### Supply network

Pins as bars on the die edge.
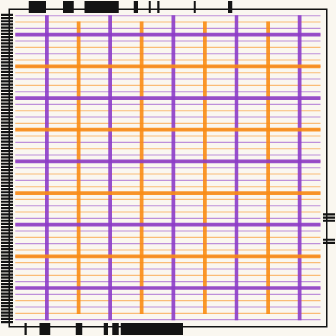
### Cells coloured by class

Scale bar: 50 um.
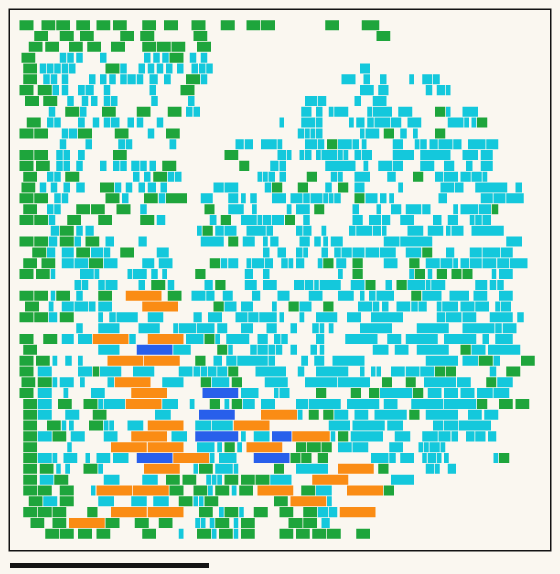
### Clock distribution

Scale bar: 50 um.
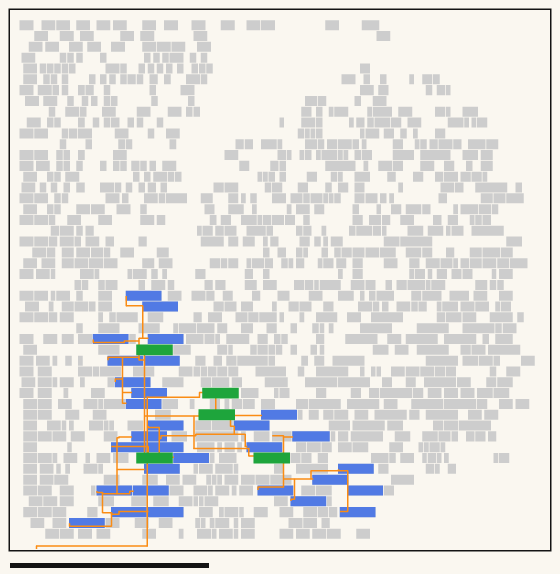
$ cat src/rtl/mux_pipe_nto1.sv
// Pipelined N-to-1 valid/ready multiplexer with fixed or round-robin channel grant.
// Optional even-parity sideband on the output word when MUX_PIPE_PARITY_EN is defined.
module mux_pipe_nto1 #(
    parameter int WIDTH     = 8,
    parameter int CHANNELS  = 16,
    parameter int SEL_WIDTH = 4
) (
    input  logic                      clk,
    input  logic                      rst_n,
    input  logic [CHANNELS*WIDTH-1:0] in_data,
    input  logic [CHANNELS-1:0]       in_valid,
    output logic [CHANNELS-1:0]       in_ready,
    input  logic                      mode,
    input  logic [SEL_WIDTH-1:0]      sel,
    output logic [WIDTH-1:0]          out_data,
    output logic [SEL_WIDTH-1:0]      out_chan,
    output logic                      out_valid,
    input  logic                      out_ready,
    output logic                      out_parity
);

    localparam logic [SEL_WIDTH:0] CH_LIM = (SEL_WIDTH+1)'(CHANNELS);

    logic [SEL_WIDTH-1:0] rr_ptr;
    logic [SEL_WIDTH-1:0] rr_cand;
    logic                 rr_found;
    logic [SEL_WIDTH:0]   rr_idx;

    logic [SEL_WIDTH-1:0] cand;
    logic                 cand_ok;
    logic [WIDTH-1:0]     cand_data;
    logic [SEL_WIDTH:0]   ptr_inc;
    logic [SEL_WIDTH-1:0] rr_next;

    logic                 s1_valid;
    logic [WIDTH-1:0]     s1_data;
    logic [SEL_WIDTH-1:0] s1_chan;

    logic                 s2_adv;
    logic                 can_accept;
    logic                 xfer;

    // Search starts at rr_ptr and wraps modulo CHANNELS; first valid channel wins.
    always_comb begin
        rr_found = 1'b0;
        rr_cand  = '0;
        rr_idx   = '0;
        for (int i = 0; i < CHANNELS; i++) begin
            rr_idx = {1'b0, rr_ptr} + (SEL_WIDTH+1)'(i);
            if (rr_idx >= CH_LIM)
                rr_idx = rr_idx - CH_LIM;
            if (!rr_found && in_valid[rr_idx[SEL_WIDTH-1:0]]) begin
                rr_found = 1'b1;
                rr_cand  = rr_idx[SEL_WIDTH-1:0];
            end
        end
    end

    always_comb begin
        cand    = '0;
        cand_ok = 1'b0;
        if (mode) begin
            cand    = rr_cand;
            cand_ok = rr_found;
        end else begin
            cand    = sel;
            cand_ok = ({1'b0, sel} < CH_LIM);
        end
    end

    assign cand_data  = in_data[int'(cand)*WIDTH +: WIDTH];
    assign s2_adv     = !out_valid || out_ready;
    assign can_accept = !s1_valid || s2_adv;
    assign xfer       = rst_n && cand_ok && can_accept && in_valid[cand];

    // Ready is forced low while reset is asserted so no producer sees a grant.
    always_comb begin
        in_ready = '0;
        if (rst_n && cand_ok && can_accept)
            in_ready[cand] = 1'b1;
    end

    assign ptr_inc = {1'b0, cand} + (SEL_WIDTH+1)'(1);
    assign rr_next = (ptr_inc == CH_LIM) ? '0 : ptr_inc[SEL_WIDTH-1:0];

    always_ff @(posedge clk or negedge rst_n) begin
        if (!rst_n) begin
            rr_ptr <= '0;
        end else if (xfer && mode) begin
            rr_ptr <= rr_next;
        end
    end

    always_ff @(posedge clk or negedge rst_n) begin
        if (!rst_n) begin
            s1_valid <= 1'b0;
            s1_data  <= '0;
            s1_chan  <= '0;
        end else if (can_accept) begin
            s1_valid <= xfer;
            if (xfer) begin
                s1_data <= cand_data;
                s1_chan <= cand;
            end
        end
    end

    always_ff @(posedge clk or negedge rst_n) begin
        if (!rst_n) begin
            out_valid <= 1'b0;
            out_data  <= '0;
            out_chan  <= '0;
        end else if (s2_adv) begin
            out_valid <= s1_valid;
            if (s1_valid) begin
                out_data <= s1_data;
                out_chan <= s1_chan;
            end
        end
    end

`ifdef MUX_PIPE_PARITY_EN
    logic s1_parity;

    always_ff @(posedge clk or negedge rst_n) begin
        if (!rst_n) begin
            s1_parity  <= 1'b0;
            out_parity <= 1'b0;
        end else begin
            if (can_accept && xfer)
                s1_parity <= ^cand_data;
            if (s2_adv && s1_valid)
                out_parity <= s1_parity;
        end
    end
`else
    assign out_parity = 1'b0;
`endif

endmodule

$ cat config.mk
export PLATFORM = sky130hd
export DESIGN_NAME = mux_pipe_nto1
export DESIGN_NICKNAME = d
export VERILOG_FILES = /design/src/rtl/mux_pipe_nto1.sv
export SDC_FILE = /design/constraint.sdc
export NUM_CORES = 1
export LEC_CHECK = 0
export CAP_MARGIN = 40
export CORE_MARGIN = 2
export CORE_UTILIZATION = 35
export CTS_CLUSTER_SIZE = 20
export DETAILED_ROUTE_END_ITERATION = 12
export PLACE_DENSITY_LB_ADDON = 0.2
export SLEW_MARGIN = 20
export SYNTH_ARGS = -nofsm -noshare
export SYNTH_HDL_FRONTEND = slang
export SYNTH_SLANG_ARGS = --single-unit
$ cat constraint.sdc
create_clock -name clk -period 11.3 [get_ports clk]
set_clock_uncertainty 0.15 [all_clocks]
set_input_delay 3.39 -clock clk [delete_from_list [all_inputs] [get_ports clk]]
set_output_delay 3.39 -clock clk [all_outputs]
set_load 0.005 [all_outputs]
==> ci_impl_report.md <==
## Synthesis and layout report

| Metric | Value |
|---|---|
| Run status | complete, no violations |
| Mapped Cells | 738 |
| Largest net degree at the start of global routing | 45 |
| IO Count | 182 |
| Final wirelength | 25.6 mm |
| Gr ovfl total | 0 |
| Fin. Hold Viols | 0 |
| Mean Syn Cell Area | 8.23 um2 |
| Initial antenna violation count | 0 |
| I/O Buffers | 180 |
| CTS root buffer | clkbuf_16 |
| # setup viols final | 0 |
| Slew headroom | 43.1% |
| Final min period | 11.19 ns |
| Design area | 8640 um2 |
| Least-Margin Pin Slew | 0.847 ns |
| Yosys cell count | 738 |
| Post-synth EDFFs | 0 |
| Syn nets | 902 |
| HP Class | reg2reg |
| WP data arrival | 7.65 ns |
| Worst endpoint required time | 7.76 ns |
| CTS tree | done |
| GRT Util Overall | 27.3% |
| DP Area | 8400 um2 |
| DR vias | 7111 |
| Maximum clock path buffer count | 2 |
| Syn. warnings | 0 |
| N_diodes | 0 |
| Non-filler cells, final | 1170 |
| Gpl congestion | 0.940 |
| Die Area | 18400 um2 |
| CP Class | in2out |
| Clock-pin slew on the worst setup and hold paths | 0.05 ns |
| Layout cell share with drive strength beyond 1 | 21.4% |
| CP max FO | 8 |
| First DRT Iteration DRCs | 544 |
| Yosys Chip Area | 6070 um2 |
| First-pass GRT wire length | 38.9 mm |
| Slowest cell on crit path | mux4_2 |
| Worst skew pair latency | 0.27 ns |
| Fmax | 0.0894 GHz |
| Nature of the critical path startpoint | input pin |
| Top Layout Cells | clkdlybuf4s50_1 (179), buf_4 (70), o21ai_0 (69) |
| Count of tool warnings | 35 |
| Post-synthesis sequential area ratio | 12.4% |
| Mapped cell area | 6070 um2 |
| Yosys reg bits | 30 |
| DR vias/cell | 6.08 |
| DR pass1 iterations | 5 |
| Pins Over Slew Limit | 0 |
| Dominant flop cell | dfrtp_1 |
| H-tree levels | 2 |
| Crit path capture type | output port |
| Period utilization | 99.0% |
| Most instantiated logic cell after routing | clkdlybuf4s50_1 |
| Vias in the first global route | 6935 |
| Number of fill cells | 1696 |
| Crit path cell chain | clkdlybuf4s50_1 -> buf_4 -> mux2_4 -> mux4_2 -> mux2i_4 -> o211ai_4 -> or4_1 -> o211a_1 -> o2111a_1 -> a311oi_2 -> buf_4 -> nand3_2 -> nor2_1 -> clkdlybuf4s50_1 |
| Post-layout util | 50.5% |
| Std cell rows | 48 |
| CTS buffer count | 5 |
| Largest stage delay, worst path | 0.58 ns |
| Fp util | 35.5% |
| Asr flop ratio synth | 100% |
| DP HPWL | 20.4 mm |
| Drt drc | 0 |
| Wire length per cell | 21.9 um |
| Antenna viol nets, final | 0 |
| Family with the most delay on the worst path | buffers and inverters |
| WP buf/inv | 4 |
| Area Overhead vs Synth | 42.2% |
| Post-Place Cells | 1159 |
## Picture notes: 'Supply network'
orange -> VDD
purple -> VSS
met4 straps = 9
met5 straps = 9
rows = 48
met1 rails = 49
signal pins = 182
die extent in y: 136 um
Chip Width: 136 um
Core Area: 17100 um2

## Picture notes: 'Cells coloured by class'
orange -> flops  # cells 30, share of their area 9.0%
cyan -> combinational and other logic  # cells 655, share of their area 61%
green -> other buffers and delay cells  # cells 253, share of their area 28%
blue -> clock drivers and dummy loads  # cells 7, share of their area 2.0%

## Picture notes: 'Clock distribution'
orange -> clock wires  # length 432 um
green -> clock drivers  # count 5
blue -> flip-flops  # count 30
routed clock nets = 6

==> final timing paths <==
| path | from | end | slack [ns] | depth (start not counted) |
|---|---|---|---|---|
| hold reg to reg | s1_valid | out_valid | 0.33 | 1 |
| min in group asynchronous | rst_n | out_data[6] | 3.37 | 2 |
| setup / recovery | in_valid[13] | in_ready[15] | 0.11 | 14 |
| hold / removal | s1_valid | out_valid | 0.33 | 1 |
| max in group asynchronous | rst_n | rr_ptr[0] | 7.32 | 2 |
| setup reg to reg | rr_ptr[0] | s1_chan[3] | 4.80 | 18 |
==> stage by stage <==
step / worst slack (ns) / TNS, ns
after floorplan: 0.686 / 0
after global placement: -0.0515 / -0.356
after detailed placement: -0.0414 / -0.337
after CTS: 0.0227 / 0
after global routing: 0.0124 / 0
final: 0.109 / 0
==> flip-flops by register name (all words and copies together) (netlist names) <==
signal     flops
out_data       8
s1_data        8
out_chan       4
rr_ptr         4
out_valid      1
s1_valid       1
s1_chan        4
==> cell families (layout without fill, tap and decap cells) <==
logic type      after synthesis  after routing  synth area share, %
simple gates                263            263                 22.8
compound gates              221            221                 24.9
mux                         131            131                 29.4
buf+inv                      66            273                 5.71
flops                        30             30                 12.4
xor+xnor                     14             14                 2.27
fa+ha+maj                    12             12                 2.47
other cells                   1              1               0.0617
==> timing repair <==
| item | in CTS | in global routing |
|---|---|---|
| setup endpoints to repair | 13 | 16 |
| setup buffers | 1 | 2 |
| pin swaps | 0 | 1 |
| gates resized | 1 | 13 |
==> layout make-up <==
cell class | count | area (um2) | area share, %
well taps | 225 | 282 | 3.26
multi-input cells | 642 | 5030 | 58.3
clock buffers | 6 | 139 | 1.61
flip-flops and latches | 30 | 752 | 8.70
repair buffers | 253 | 2350 | 27.3
inverters | 13 | 48.8 | 0.565
clock inverters | 1 | 30.0 | 0.348
==> synth_stat cells (all sizes together), types with 6 or more instances <==
| library cell | count | area (um2) |
|---|---|---|
| a2111oi | 9 | 78.8 |
| a21oi | 48 | 244 |
| a311o | 8 | 80.1 |
| a32o | 10 | 100 |
| and3 | 13 | 81.3 |
| buf | 28 | 204 |
| clkbuf | 25 | 93.8 |
| dfrtp | 30 | 751 |
| ha | 12 | 150 |
| inv | 12 | 45.0 |
| mux2 | 48 | 586 |
| mux2i | 58 | 638 |
| mux4 | 25 | 563 |
| nand2 | 66 | 250 |
| nand2b | 9 | 56.3 |
| nand3 | 48 | 240 |
| nand3b | 6 | 45.0 |
| nand4 | 6 | 65.1 |
| nor2 | 52 | 198 |
| nor3 | 22 | 131 |
| nor4 | 15 | 130 |
| o211ai | 10 | 98.8 |
| o21ai | 73 | 373 |
| xnor2 | 9 | 93.8 |
==> per-layer routing <==
layer | up-vias | track usage [%] | routed length (um)
met5 | - | 0 | 0
met4 | 0 | 10.7 | 1040
met3 | 58 | 4.86 | 1890
met2 | 371 | 47.7 | 12600
met1 | 3399 | 33.3 | 10100
li1 | 3283 | - | -
